**src/rtl/siren_tone_sequencer.sv**
```systemverilog
`default_nettype none
// ============================================================================
//  Module      : siren_tone_sequencer
//  Description : Sequences the two police_siren tone square waves into one
//                speaker drive. It supports hi-lo wail and steady-tone modes,
//                switches without truncating a high pulse, and can insert a
//                silent gap between segments. It also drives two tone LEDs
//                and a segment-start strobe.
//  Revision    : 1.0 - initial release
// ============================================================================
module siren_tone_sequencer #(
    parameter int unsigned DWELL_CYCLES = 50000000,
    parameter int unsigned GAP_CYCLES   = 5000000,
    parameter int unsigned CNT_W        = 32
) (
    input  logic       clk,
    input  logic       rst,
    input  logic       en,
    input  logic [1:0] mode,
    input  logic       tone_a_in,
    input  logic       tone_b_in,
    output logic       spk_out,
    output logic       led_a,
    output logic       led_b,
    output logic       phase_tick
);

    localparam logic [1:0] c_st_idle  = 2'd0;
    localparam logic [1:0] c_st_play  = 2'd1;
    localparam logic [1:0] c_st_drain = 2'd2;
    localparam logic [1:0] c_st_gap   = 2'd3;

    localparam logic [1:0] c_mode_a   = 2'b01;
    localparam logic [1:0] c_mode_alt = 2'b10;
    localparam logic [1:0] c_mode_b   = 2'b11;

    localparam logic [CNT_W-1:0] c_dwell_last = CNT_W'(DWELL_CYCLES - 1);
    localparam logic [CNT_W-1:0] c_gap_last   =
        CNT_W'((GAP_CYCLES > 0) ? (GAP_CYCLES - 1) : 0);
    localparam logic             c_gap_en     = (GAP_CYCLES > 0);

    // Tone select encoding: 0 = tone A, 1 = tone B.
    logic             r_tone_a;
    logic             r_tone_b;
    logic [1:0]       r_state;
    logic             r_sel;
    logic             r_next_sel;
    logic             r_drain_off;
    logic [CNT_W-1:0] r_cnt;
    logic             r_spk;
    logic             r_led_a;
    logic             r_led_b;
    logic             r_tick;

    logic             w_tone_sel;
    logic             w_want_sel;
    logic             w_want_off;
    logic [1:0]       w_state_nx;
    logic             w_sel_nx;
    logic             w_next_sel_nx;
    logic             w_drain_off_nx;
    logic [CNT_W-1:0] w_cnt_nx;
    logic             w_spk_nx;
    logic             w_tick_nx;
    logic             w_active_nx;

    assign w_tone_sel  = r_sel ? r_tone_b : r_tone_a;
    assign w_active_nx = (w_state_nx == c_st_play) || (w_state_nx == c_st_drain);

    // Decode which tone the mode asks for at the next dwell expiry.
    always_comb begin
        w_want_sel = r_sel;
        w_want_off = 1'b0;
        case (mode)
            c_mode_a:   w_want_sel = 1'b0;
            c_mode_b:   w_want_sel = 1'b1;
            c_mode_alt: w_want_sel = ~r_sel;
            default:    w_want_off = 1'b1;
        endcase
    end

    // Next-state, counter and registered-output values for the sequencer.
    always_comb begin
        w_state_nx     = r_state;
        w_sel_nx       = r_sel;
        w_next_sel_nx  = r_next_sel;
        w_drain_off_nx = r_drain_off;
        w_cnt_nx       = r_cnt;
        w_spk_nx       = 1'b0;
        w_tick_nx      = 1'b0;

        if (!en) begin
            // Abrupt cut: no drain when the enable drops.
            w_state_nx = c_st_idle;
            w_cnt_nx   = '0;
        end else begin
            case (r_state)
                c_st_idle: begin
                    if (mode != 2'b00) begin
                        w_state_nx = c_st_play;
                        w_sel_nx   = (mode == c_mode_b);
                        w_cnt_nx   = '0;
                        w_tick_nx  = 1'b1;
                    end
                end
                c_st_play: begin
                    w_spk_nx = w_tone_sel;
                    if (r_cnt == c_dwell_last) begin
                        if (!w_want_off && (w_want_sel == r_sel)) begin
                            // Same tone again: restart seamlessly.
                            w_cnt_nx  = '0;
                            w_tick_nx = 1'b1;
                        end else begin
                            w_state_nx     = c_st_drain;
                            w_next_sel_nx  = w_want_sel;
                            w_drain_off_nx = w_want_off;
                            w_cnt_nx       = '0;
                        end
                    end else begin
                        w_cnt_nx = r_cnt + CNT_W'(1);
                    end
                end
                c_st_drain: begin
                    // Keep following the tone until its high pulse completes.
                    w_spk_nx = w_tone_sel;
                    if (!w_tone_sel) begin
                        w_cnt_nx = '0;
                        if (r_drain_off) begin
                            w_state_nx = c_st_idle;
                        end else if (!c_gap_en) begin
                            w_state_nx = c_st_play;
                            w_sel_nx   = r_next_sel;
                            w_tick_nx  = 1'b1;
                        end else begin
                            w_state_nx = c_st_gap;
                        end
                    end
                end
                default: begin
                    if (r_cnt == c_gap_last) begin
                        w_state_nx = c_st_play;
                        w_sel_nx   = r_next_sel;
                        w_cnt_nx   = '0;
                        w_tick_nx  = 1'b1;
                    end else begin
                        w_cnt_nx = r_cnt + CNT_W'(1);
                    end
                end
            endcase
        end
    end

    // Single register stage on the tone inputs (same clock domain).
    always_ff @(posedge clk) begin
        if (rst) begin
            r_tone_a <= 1'b0;
            r_tone_b <= 1'b0;
        end else begin
            r_tone_a <= tone_a_in;
            r_tone_b <= tone_b_in;
        end
    end

    // State register plus registered outputs; reset aborts any segment.
    always_ff @(posedge clk) begin
        if (rst) begin
            r_state     <= c_st_idle;
            r_sel       <= 1'b0;
            r_next_sel  <= 1'b0;
            r_drain_off <= 1'b0;
            r_cnt       <= '0;
            r_spk       <= 1'b0;
            r_led_a     <= 1'b0;
            r_led_b     <= 1'b0;
            r_tick      <= 1'b0;
        end else begin
            r_state     <= w_state_nx;
            r_sel       <= w_sel_nx;
            r_next_sel  <= w_next_sel_nx;
            r_drain_off <= w_drain_off_nx;
            r_cnt       <= w_cnt_nx;
            r_spk       <= w_spk_nx;
            r_led_a     <= w_active_nx & ~w_sel_nx;
            r_led_b     <= w_active_nx & w_sel_nx;
            r_tick      <= w_tick_nx;
        end
    end

    assign spk_out    = r_spk;
    assign led_a      = r_led_a;
    assign led_b      = r_led_b;
    assign phase_tick = r_tick;

endmodule
`default_nettype wire

```
**config.mk**
```make
export PLATFORM = sky130hd
export DESIGN_NAME = siren_tone_sequencer
export DESIGN_NICKNAME = d
export VERILOG_FILES = /design/src/rtl/siren_tone_sequencer.sv
export SDC_FILE = /design/constraint.sdc
export NUM_CORES = 1
export LEC_CHECK = 0
export CAP_MARGIN = 20
export CORE_ASPECT_RATIO = 1.4
export CORE_UTILIZATION = 65
export CTS_CLUSTER_DIAMETER = 200
export DETAILED_ROUTE_END_ITERATION = 16
export GPL_TIMING_DRIVEN = 0
export MAX_ROUTING_LAYER = met4
export PLACE_DENSITY_LB_ADDON = 0.12
export SLEW_MARGIN = 20
export SYNTH_ARGS = -nofsm -noshare
export SYNTH_HDL_FRONTEND = slang
export SYNTH_SLANG_ARGS = --single-unit
```
**constraint.sdc**
```tcl
create_clock -name clk -period 6.6 [get_ports clk]
set_input_delay 1.32 -clock clk [delete_from_list [all_inputs] [get_ports clk]]
set_output_delay 1.32 -clock clk [all_outputs]
set_load 0.1 [all_outputs]
```
Fig. 1: floorplan with the power grid
Bar = 20 µm. Pins as bars on the die edge. Tap cells in grey.
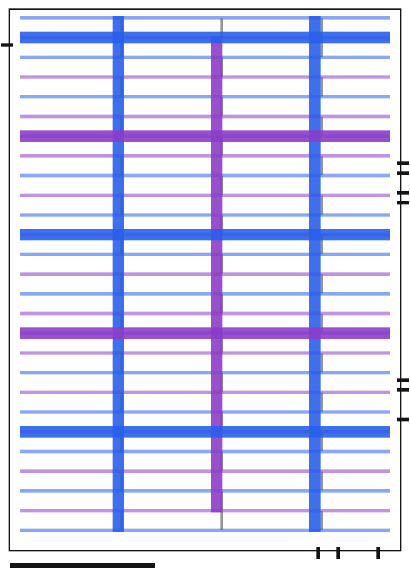
Key: purple = VDD; blue = VSS
5 straps on met5. 27 met1 rails follow the rows. 3 straps on met4. 42 tap cells.
Core ar.: 0.00361 mm²
die y size: 74.5 µm
die width: 53.8 µm
Worst VDD drop: 0.156 mV

Fig. 2: cells coloured by class
Bar = 20 µm.
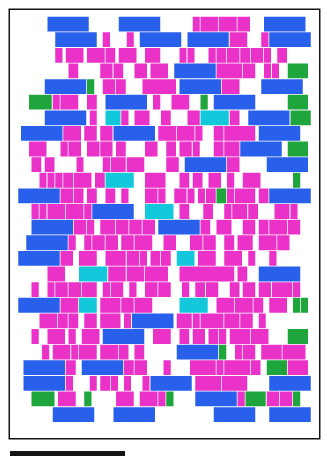
Key: green = remaining buffers and delay cells [cells 19, share of their area 5.0%]; blue = registers [cells 43, share of their area 33%]; cyan = clock drivers and dummy loads [cells 8, share of their area 3.6%]; magenta = remaining logic cells [cells 239, share of their area 58%]
sequential cell area share: 0.324
# rows: 26

==> changes_impl.md <==
## Implementation

* CP max-delay cell: or4_1
* Finish-stage setup viols at 0
* First-iteration detailed-routing DRC count at 107
* Final Cycle Share at 0.479
* Post-route DRC at 0
* Yosys warns at 0
* CTS max path bufs at 2
* Post-route ant nets at 0
* Tightest Hold Check Type: flip-flop to flip-flop
* CP startpoint kind: input pin
* Final max-slew violation count at 0
* CP Capture Type: flip-flop
* CTS HTree Levels at 2
* # hold bufs at CTS at 0
* Switch Pwr at ~0.13 mW
* Synth Cell Area at 0.00244 mm²
* CP bufs+invs at 1
* Area share, top type at 0.352
* TNS Setup at 0 ps
* Pint at 0.354 mW
* Worst Path Required at around 6800 ps
* Asr flop ratio synth at 0
* Fin util at 0.736
* Syn Nets at ~310
* Power per cell area at 182 mW/mm²
* IO Port Bufs at 7
* DR pass1 iterations at 4
* Crit path cell chain: clkbuf_1 -> nor3b_1 -> a21o_1 -> nor3_2 -> nand4_1 -> or4_1 -> a21oi_1
* Outcome: complete, no violations
* DIE AREA at 0.00401 mm²
* Most frequent cells after synthesis: dfxtp_1 (43), nor2_1 (39), nand2_1 (17)
* Log Warnings at 29
* RSZ-0062 raised after global routing: no
* CTS resizes at 0
* # clock sinks at around 43
* Final net count at 320
* Delay-heaviest family, CP: simple AND/OR/NAND/NOR gates
* Cell Type Count at 56
* Register area share after synthesis at 0.352
* Top-count cell post-synth: dfxtp_1
* Worst EP arrival at between 3000 and 4000 ps
* Critical Path Max Stage Delay at 540 ps
* # diodes at 0
* P&R area growth vs syn at 8.86%
* Largest net degree at the start of global routing at 16
* EDFF count, synth at 0
* Count of final hold-check violations at 0
* Post-synth top area cell: dfxtp_1
* HPWL Detailed at roughly 4200 µm
* Vias in the first global route at 2124
* Crit Path Max Fanout at 9
* Share of cells above drive strength 1 at 0.0809
* Clk root buf: clkbuf_8
* Initial Util at 0.676
* Routed len/inst at approximately 16 µm
* Biggest area cells: dfxtp_1 (35%), nor2_1 (6.0%), xnor2_1 (5.7%), nand4_1 (3.6%), xor2_1 (3.2%)
* Vias post-DR at 2260
* Initial antenna violation count at 0
* GRT Overall Usage at 0.331
* Worst slew margin at 0.353
* Ys flop type: dfxtp_1
* Boundary pin count at 11
* F_max at 0.316 GHz
* Yosys Instances at 294
* Synthesized instance count at ~300
* Combinational share of power at 0.098
* CTS tree: built
* Reg power frac at 0.544
* Total CTS buffers at 5
* Pin slew with the least headroom to its limit at 967 ps
* Switching part of the total at 0.271
* Postcts setup bufs at 0
* Min cycle time layout at 3160 ps
* Worst-path clk slew at about 80 ps
* Crit Path Class: input pin to flip-flop
* Avg Cell Area, Syn at 8.31 µm²
* LEAKAGE at ~0.83 nW
* Yosys stat chip area at 0.00244 mm²
* First-pass GRT wire length at 9360 µm
* Gr ovfl total at 0
* Total Routed Length at 5720 µm
* DR vias/cell at 6.44
* Flops after synth at 43
* GP Congestion at 0.927
* Max-cap violations at 0
Fig. 3: routed clock nets over the placement
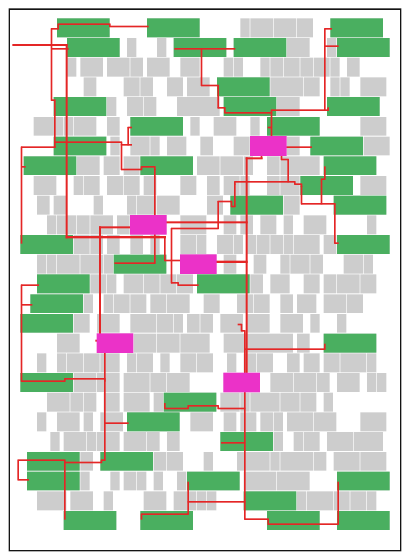
Key: magenta = clock-net drivers [count 5]; green = flip-flops [count 43]; red = clock wires [length 522 µm]
There are 6 routed clock nets. Position of the flops: all over the die.
Clock Skew: 11.6 ps
Skew-Pair Late Insertion Delay: 310 ps
Clock power frac: 0.359
Clock net power: 0.174 mW

## area by class of cell
| type | instances | area (µm²) |
|---|---|---|
| fillers | 289 | 952 |
| clock inverters | 3 | 25.0 |
| plain buffers | 12 | 61.3 |
| clock buffers | 5 | 68.8 |
| inverters | 8 | 30.0 |
| flip-flops and latches | 43 | 861 |
| multi-input cells | 231 | 1490 |
| repair buffers | 7 | 70.1 |
| well taps | 42 | 52.6 |
## tightest hold or removal path: cells and delay by family (launching register included)
family	cells	cell delay, ps
AOI/OAI and AO/OA	2	110
DFF	1	330
## registers in the layout, summed over array words and instances, names as in the netlist
name / count
r_cnt: 32
r_state: 2
led_a: 1
led_b: 1
phase_tick: 1
r_drain_off: 1
r_next_sel: 1
r_sel: 1
r_tone_a: 1
r_tone_b: 1
spk_out: 1
## power by group through the flow
stage	clock (mW)	sequential (mW)	combinational [mW]
detailed placement	0	0.270	0.0467
floorplan	0	0.278	0.0269
CTS	0.176	0.264	0.0470
finish	0.174	0.264	0.0473
global route	0.187	0.264	0.0508
global placement	0	0.270	0.0463
## routing by layer
metal	vias up	wire length, µm	GRT usage
met2	62	2900	0.557
met4	0	276	0.193
li1	1100	-	-
met1	1068	2360	0.349
met3	30	190	0.0634
met5	-	0	-
## kinds of logic (layout without fill, tap and decap cells)
group	Yosys count	count (layout)	synth area share
adder cells (fa/ha/maj)	5	5	0.0256
AND-OR/OR-AND	47	47	0.140
XOR/XNOR	25	25	0.0897
multiplexers	4	4	0.0169
AND/OR/NAND/NOR	150	150	0.338
buffers and inverters	20	35	0.0374
flip-flops	43	43	0.352
## layout by cell type, fill, tap and decap left out, types with 11 or more instances in the layout
master	count
o21ai_0	11
nand4_1	14
nand3_1	14
nor2_1	39
dfxtp_1	43
nand2_1	17
a21oi_1	11
nor3_1	11
xnor2_1	16
## per-stage QoR
stage / hold slack (ps) / worst slack, ps / instances / power (mW) / instance area [µm²]
after floorplan: 452 / 3560 / 294 / 0.305 / 2440
after global placement: 463 / 3250 / 343 / 0.316 / 2560
after detailed placement: 476 / 3170 / 343 / 0.317 / 2560
after CTS: 488 / 3480 / 351 / 0.487 / 2660
after global routing: 527 / 3320 / 351 / 0.502 / 2660
final: 489 / 3440 / 351 / 0.485 / 2660
## worst paths after layout
kind / slack (ps) / start / to / cells past startpoint
worst max-delay path: 3440 / mode[0] / r_cnt[31] / 7
worst min register to register: 490 / r_cnt[31] / r_cnt[31] / 2
worst min-delay path: 490 / r_cnt[31] / r_cnt[31] / 2
worst max register to register: 3810 / r_sel / r_cnt[31] / 7
Power figures rest on the tool's default switching activity, not on a simulated workload.
